### Cell sizes after repair

Scale bar: 20 um.
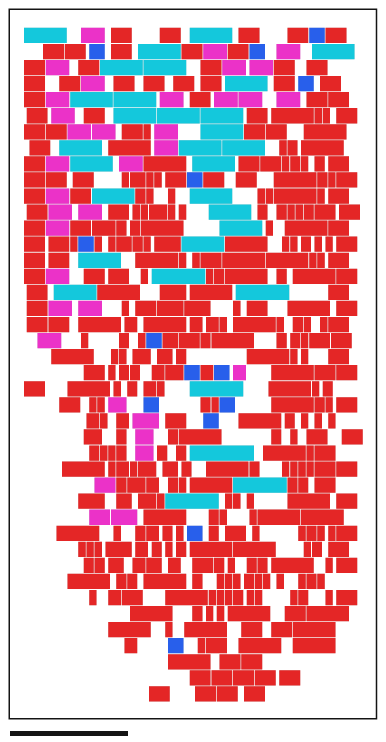
### Sequential cells grouped by signal name

Scale bar: 20 um. Other sequential cells in the stronger gray, the rest of the logic in the fainter gray.
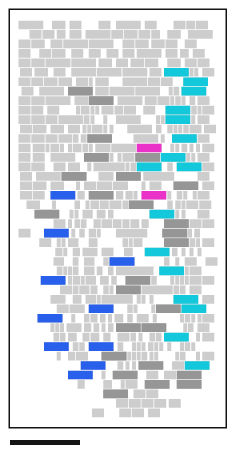
### Cells colored by class

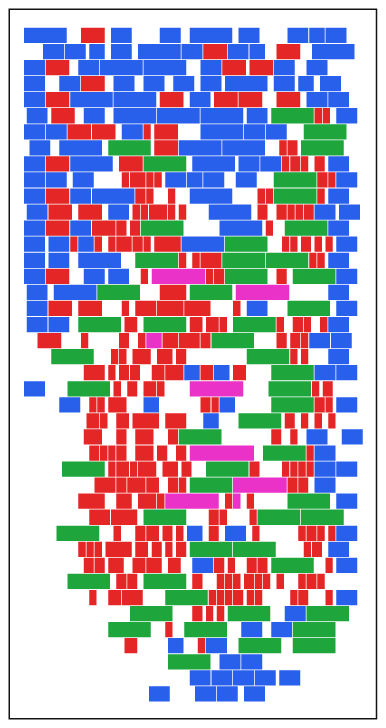
--- config.mk ---
export PLATFORM = sky130hd
export DESIGN_NAME = spi_bus_arbiter
export DESIGN_NICKNAME = d
export VERILOG_FILES = /design/src/rtl/spi_bus_arbiter.sv
export SDC_FILE = /design/constraint.sdc
export NUM_CORES = 1
export LEC_CHECK = 0
export CAP_MARGIN = 20
export CORE_ASPECT_RATIO = 2
export CORE_MARGIN = 2
export CORE_UTILIZATION = 39
export CTS_CLUSTER_SIZE = 40
export DETAILED_ROUTE_END_ITERATION = 10
export PLACE_DENSITY = 0.88
export SYNTH_ARGS = -nofsm -noshare
export SYNTH_HDL_FRONTEND = slang
export SYNTH_SLANG_ARGS = --single-unit
--- constraint.sdc ---
create_clock -name clk_core_i -period 2.3 [get_ports clk_core_i]
set_input_delay 0.23 -clock clk_core_i [delete_from_list [all_inputs] [get_ports clk_core_i]]
set_output_delay 0.23 -clock clk_core_i [all_outputs]
set_load 0.05 [all_outputs]
--- src/rtl/spi_bus_arbiter.sv ---
// spi_bus_arbiter: shares one spi_master between the core control unit (port 0)
// and the boot/DMA loader (port 1). Grants are round-robin, one SPI transaction
// is in flight at a time, and a watchdog ends a stuck transaction with an error.
module spi_bus_arbiter #(
    parameter int ADDR_W    = 16,
    parameter int DATA_W    = 8,
    parameter int TIMEOUT_W = 10
) (
    input  logic                clk_core_i,
    input  logic                rst_n_i,
    input  logic [1:0]          req_start_i,
    input  logic [2*ADDR_W-1:0] req_addr_i,
    input  logic [1:0]          req_rnw_i,
    input  logic [3:0]          req_nbytes_i,
    input  logic [2*DATA_W-1:0] req_wdata_i,
    output logic [1:0]          req_busy_o,
    output logic [1:0]          req_done_o,
    output logic [1:0]          req_err_o,
    output logic [2*DATA_W-1:0] req_rdata1_o,
    output logic [2*DATA_W-1:0] req_rdata2_o,
    output logic                m_start_o,
    output logic [ADDR_W-1:0]   m_addr_o,
    output logic                m_rnw_o,
    output logic [1:0]          m_nbytes_o,
    output logic [DATA_W-1:0]   m_wdata_o,
    input  logic [DATA_W-1:0]   m_rdata1_i,
    input  logic [DATA_W-1:0]   m_rdata2_i,
    input  logic                m_done_i,
    input  logic                m_busy_i
);

    typedef enum logic [1:0] {ST_IDLE, ST_ISSUE, ST_WAIT, ST_DONE} state_t;

    // Last value the watchdog may reach before the transaction is abandoned.
    localparam logic [TIMEOUT_W-1:0] TIMER_MAX = {TIMEOUT_W{1'b1}};

    state_t               state_q, state_d;
    logic [1:0]           pending_q, pending_d;
    logic [1:0]           pend_set, pend_clr;
    logic                 grant_q, grant_d;
    logic                 last_grant_q, last_grant_d;
    logic                 pick;
    logic [TIMEOUT_W-1:0] timer_q, timer_d;
    logic                 err_q, err_d;
    logic                 m_start_d;
    logic [1:0]           done_d, err_out_d;
    logic                 capture;

    // A port is busy while it waits for a grant or owns the master.
    assign req_busy_o = pending_q | ({2{state_q != ST_IDLE}} & {grant_q, ~grant_q});

    // Starts from a busy port are dropped; a new start is legal once busy falls.
    assign pend_set = req_start_i & ~req_busy_o;

    // Single requester wins outright; a tie goes to the port not served last.
    assign pick = (pending_q == 2'b11) ? ~last_grant_q : pending_q[1];

    // The master always sees the granted requester's command fields.
    assign m_addr_o   = grant_q ? req_addr_i[2*ADDR_W-1:ADDR_W] : req_addr_i[ADDR_W-1:0];
    assign m_rnw_o    = req_rnw_i[grant_q];
    assign m_nbytes_o = grant_q ? req_nbytes_i[3:2] : req_nbytes_i[1:0];
    assign m_wdata_o  = grant_q ? req_wdata_i[2*DATA_W-1:DATA_W] : req_wdata_i[DATA_W-1:0];

    // Next-state and next-output logic for the arbitration FSM.
    always_comb begin
        // NOTE: every signal gets a default here so no path through the case infers a latch.
        state_d      = state_q;
        grant_d      = grant_q;
        last_grant_d = last_grant_q;
        timer_d      = timer_q;
        err_d        = err_q;
        pend_clr     = 2'b00;
        m_start_d    = 1'b0;
        done_d       = 2'b00;
        err_out_d    = 2'b00;
        capture      = 1'b0;

        unique case (state_q)
            ST_IDLE: begin
                // After a timeout the master may still be running; hold off until it stops.
                if (pending_q != 2'b00 && !m_busy_i) begin
                    grant_d        = pick;
                    pend_clr[pick] = 1'b1;
                    state_d        = ST_ISSUE;
                end
            end
            ST_ISSUE: begin
                m_start_d = 1'b1;
                timer_d   = '0;
                state_d   = ST_WAIT;
            end
            ST_WAIT: begin
                if (m_done_i) begin
                    capture = 1'b1;
                    state_d = ST_DONE;
                end else begin
                    timer_d = timer_q + TIMEOUT_W'(1);
                    if (timer_d == TIMER_MAX) begin
                        err_d   = 1'b1;
                        state_d = ST_DONE;
                    end
                end
            end
            ST_DONE: begin
                done_d[grant_q]    = 1'b1;
                err_out_d[grant_q] = err_q;
                err_d              = 1'b0;
                last_grant_d       = grant_q;
                state_d            = ST_IDLE;
            end
            default: state_d = ST_IDLE;
        endcase

        pending_d = (pending_q & ~pend_clr) | pend_set;
    end

    // State, registered pulses and per-port read data; reset abandons any transaction.
    always_ff @(posedge clk_core_i) begin
        if (!rst_n_i) begin
            // NOTE: the read-data registers are reset too, since requesters may read them before any done.
            state_q      <= ST_IDLE;
            pending_q    <= 2'b00;
            grant_q      <= 1'b0;
            last_grant_q <= 1'b1;
            timer_q      <= '0;
            err_q        <= 1'b0;
            m_start_o    <= 1'b0;
            req_done_o   <= 2'b00;
            req_err_o    <= 2'b00;
            req_rdata1_o <= '0;
            req_rdata2_o <= '0;
        end else begin
            // NOTE: non-blocking assignments so every register samples pre-edge values.
            state_q      <= state_d;
            pending_q    <= pending_d;
            grant_q      <= grant_d;
            last_grant_q <= last_grant_d;
            timer_q      <= timer_d;
            err_q        <= err_d;
            m_start_o    <= m_start_d;
            req_done_o   <= done_d;
            req_err_o    <= err_out_d;
            if (capture) begin
                if (grant_q) begin
                    req_rdata1_o[2*DATA_W-1:DATA_W] <= m_rdata1_i;
                    req_rdata2_o[2*DATA_W-1:DATA_W] <= m_rdata2_i;
                end else begin
                    req_rdata1_o[DATA_W-1:0] <= m_rdata1_i;
                    req_rdata2_o[DATA_W-1:0] <= m_rdata2_i;
                end
            end
        end
    end

endmodule

==> run summary <==
This note records the results obtained with Yosys and OpenROAD.

Floorplan
The die is 119.9 um tall. The x dimension of the die is 61.96 um. For this configuration, the core starts out at a cell density of 39.89%. The area of the chip is 7429 um^2.

142 I/O pins were placed.

Power and ir drop
The worst VDD IR drop from the latest analysis is 0.5760 mV. The switching power of the nets is 1.226 mW. The analysis attributes to cell leakage a power of 1.658 nW. Net switching is 36.53% of the power. The power report attributes to the clock group a share of 24.5%. Sequential cells burn 31.3% of the power. The internal power component is 2.130 mW.

The flow reported a cell area power density of 738.7 nW/um^2.

Finish
The antenna cell count is 0. Per the run report, area growth between synthesis and finish was 73.45%. According to the finish report, the design has a final net count of 543. Cells with a size suffix above 1 make up 17.32% of the layout. The number of filler cells placed in the layout is 511. The filler-free cell count of the finished design is 550.

Drt
The wire length reported by the detailed router is 8.765 mm. The tally of nets with antenna violations remaining after routing is 0. The total iterations of the first detailed-routing run is 4. Per the detail_route report, DRC violations left total 0. The number of vias after detailed routing is 2,854. The violation count after the first detailed-route iteration is 196. The routed length per instance is 15.94 um.

Worst setup path
The dominant delay contributor by cell family on the critical path is AND-OR/OR-AND gates. The worst setup path is captured at a flop. In the setup report, the worst path falls into the class flop to flop.

The largest single stage delay on the critical path is 0.50 ns. Data arrives at the worst endpoint at 2.33 ns. The number of buffers and inverters on the critical path is 0. The worst setup path is launched from a flop. For this design, the slowest cell found on the critical path is sky130_fd_sc_hd__dfxtp_1. According to the timing report, the data required time at the worst endpoint equals 2.52 ns. In this run the critical path is formed by nand3_2 > or3_1 > a211o_1 > a211oi_2 > o221a_1.

CTS
TritonCTS built the clock tree. The clock transition at the registers of the reported paths is 0.06 ns. The buffer count from post-CTS setup fixing is 0. The hold buffer count at CTS is 0. The maximum level of the CTS H-tree is 2. The clock tree root driver cell is sky130_fd_sc_hd__clkbuf_16. The CTS sink count is 54. The post-cts repair resize count is 0. At the later pin of the worst-skew pair, clock insertion delay measures 0.28 ns.

Run
The report counts max-capacitance violations totalling 0. The logs give a warning total of 30.

Timing
The final cycle utilization of the critical path is 91.46%. The worst path needs 2.104 ns of the cycle, external delays included. The worst-case max-slew headroom was logged as 64.09%. The final worst hold slack is 0.4577 ns. The post-route setup TNS is 0 ns. The transition time recorded at the tightest slew-check pin is 0.5369 ns. The final number of max-transition violations is 0.

Setup repair after global routing left no endpoint under its margin. Endpoints failing hold in the final report were tallied at 0. The fmax is 0.4754 GHz. The last timing report of the flow puts the setup violation total at 0.

Place
Once detailed placement completed, the half-perimeter wirelength came to 7.161 mm. The count of input and output buffers is 141. The placed instance count is 542.

Timing analysis after detailed placement gives a worst setup slack of 0.2793 ns. The routability-driven placement congestion ratio is 0.9480.

Yosys
The average instance area after synthesis is 8.137 um^2. By instance count, the leading cell after synthesis is sky130_fd_sc_hd__nand2_1. The commonest cells after synthesis are 81 x sky130_fd_sc_hd__nand2_1, 54 x sky130_fd_sc_hd__dfxtp_1, 38 x sky130_fd_sc_hd__a21oi_1. Summed over all instances, the cell type with the most area after synthesis is sky130_fd_sc_hd__dfxtp_1.

The synthesized cell area is 2620 um^2. For this run, asynchronously set or reset flops after synthesis account for 0%. The Yosys warning count is 0. After synthesis, the largest area contributor takes up 41.26% of total cell area.

The number of flops mapped to enable cells by yosys is 0. The number of cells produced by synthesis is 322. After synthesis, the chip area reported by Yosys is 2620 um^2. The share of synthesized area occupied by flip-flops and latches is 41.26%.

Per the Yosys statistics, synthesis produced 322 cells.

Global route
The number of global-route vias before repair is 2,860. The initial antenna violation count is 0. The first global-routing pass estimated 13.50 mm of wire.

The total grt overflow is 0. The total global-route track usage is 24.27%. The pin count of the biggest net entering global routing is 33.

Run status
The flow ran to the end, and the final reports show no timing, DRC or antenna violations.
## Picture notes: 'Cell sizes after repair'
- red: drive 1 or less (cells 382; share 83%; most used clkdlybuf4s50_1)
- blue: drive 3 to 4 (cells 14; share 3.0%; most used buf_4)
- magenta: drive 2 (cells 35; share 7.6%; most used mux2_2)
- cyan: drive 6 and up (cells 31; share 6.7%; most used buf_12)
final design instance area without fill: 4544 um^2
final worst-path setup slack: 0.1964 ns

## Picture notes: 'Sequential cells grouped by signal name'
- cyan: `req_rdata1_o` (sequential cells 16)
- magenta: `req_done_o` (sequential cells 2)
- blue: `timer_q` (sequential cells 10)
sequential cell area share: 23.79%
sequential power: 1.05 mW
Sequential cell area: 1081 um^2
share of the core filled with cells in the final layout: 69.18%

## Picture notes: 'Cells colored by class'
- green: flip-flops (cells 54; share of their area 24%)
- blue: other buffers and delay cells (cells 150; share of their area 39%)
- red: all other logic (cells 250; share of their area 33%)
- magenta: clock drivers and dummy loads (cells 8; share of their area 3.8%)
count of standard-cell rows: 42
CORE AREA: 6569 um^2

## final timing paths
kind,startpoint,to,slack (ns),cells past startpoint
hold reg to reg,req_rdata1_o[14],req_rdata1_o[14],0.46,2
hold / removal,req_rdata1_o[14],req_rdata1_o[14],0.46,2
setup reg to reg,timer_q[3],state_q[0],0.20,5
setup / recovery,timer_q[3],state_q[0],0.20,5
## per-stage QoR
| step | total power [mW] | utilization [%] | cell area, um^2 |
|---|---|---|---|
| floorplan | 1.890 | - | 2620 |
| global placement | 2.508 | 66.65 | 4378 |
| detailed placement | 2.536 | 66.65 | 4378 |
| CTS | 3.381 | 69.18 | 4544 |
| global route | 3.495 | 69.18 | 4544 |
| finish | 3.357 | 69.18 | 4544 |
## cell families after synthesis
family / Yosys count / synth area share [%]
DFF: 54 / 41.26
xor gates and xnor gates: 2 / 0.6687
adders and majority gates: 6 / 2.865
and+or+nand+nor: 125 / 20.77
muxes: 30 / 12.75
buffers and inverters: 32 / 4.728
AOI/OAI and AO/OA: 73 / 16.95
## final cells by class
class	instances	area, um^2	share of cell area (%)
repair buffers	150	1719	37.83
multi-input cells	236	1415	31.14
flip-flops and latches	54	1081	23.79
clock buffers	6	128.9	2.836
well taps	88	110.1	2.423
inverters	14	52.55	1.156
clock inverters	2	37.54	0.8260
## power groups by stage
stage,sequential [mW],clock [mW],combinational [mW]
after floorplan,1.17,0,0.725
after global placement,1.06,0,1.44
after detailed placement,1.07,0,1.47
after CTS,1.05,0.849,1.48
after global routing,1.06,0.874,1.56
final,1.05,0.824,1.48
## sequential cells by signal (all words and copies together), names as in the netlist
register and flops:
req_rdata1_o 16, req_rdata2_o 16, timer_q 10, pending_q 2, req_done_o 2, req_err_o 2
state_q 2, err_q 1, grant_q 1, last_grant_q 1, m_start_o 1
## routing by layer
metal	global-route usage, %	wire (um)	vias to the layer above
met3	3.341	371	24
met4	10.90	308	0
met2	44.79	5156	113
li1	-	-	1379
met1	24.85	2929	1338
met5	0	0	-
## layout by cell type (no fill, tap or decap), types with 2 or more instances in the layout
cell type                         instances
sky130_fd_sc_hd__a21oi_1                 38
sky130_fd_sc_hd__a311oi_1                 2
sky130_fd_sc_hd__a31o_2                   2
sky130_fd_sc_hd__a31oi_1                  4
sky130_fd_sc_hd__and2_1                   2
sky130_fd_sc_hd__and3_1                   2
sky130_fd_sc_hd__buf_12                  25
sky130_fd_sc_hd__buf_4                   13
sky130_fd_sc_hd__clkbuf_16                5
sky130_fd_sc_hd__clkdlybuf4s50_1        112
sky130_fd_sc_hd__dfxtp_1                 54
sky130_fd_sc_hd__ha_1                     6
sky130_fd_sc_hd__inv_1                   14
sky130_fd_sc_hd__mux2_2                  27
sky130_fd_sc_hd__mux2i_1                  3
sky130_fd_sc_hd__nand2_1                 81
sky130_fd_sc_hd__nand3_1                  6
sky130_fd_sc_hd__nor2_1                  15
sky130_fd_sc_hd__nor3_1                   5
sky130_fd_sc_hd__nor4_1                   2
sky130_fd_sc_hd__o211a_1                  2
sky130_fd_sc_hd__o21ai_0                 12
sky130_fd_sc_hd__o31ai_1                  2
sky130_fd_sc_hd__or3_1                    3
Power and IR drop assume default switching activity.
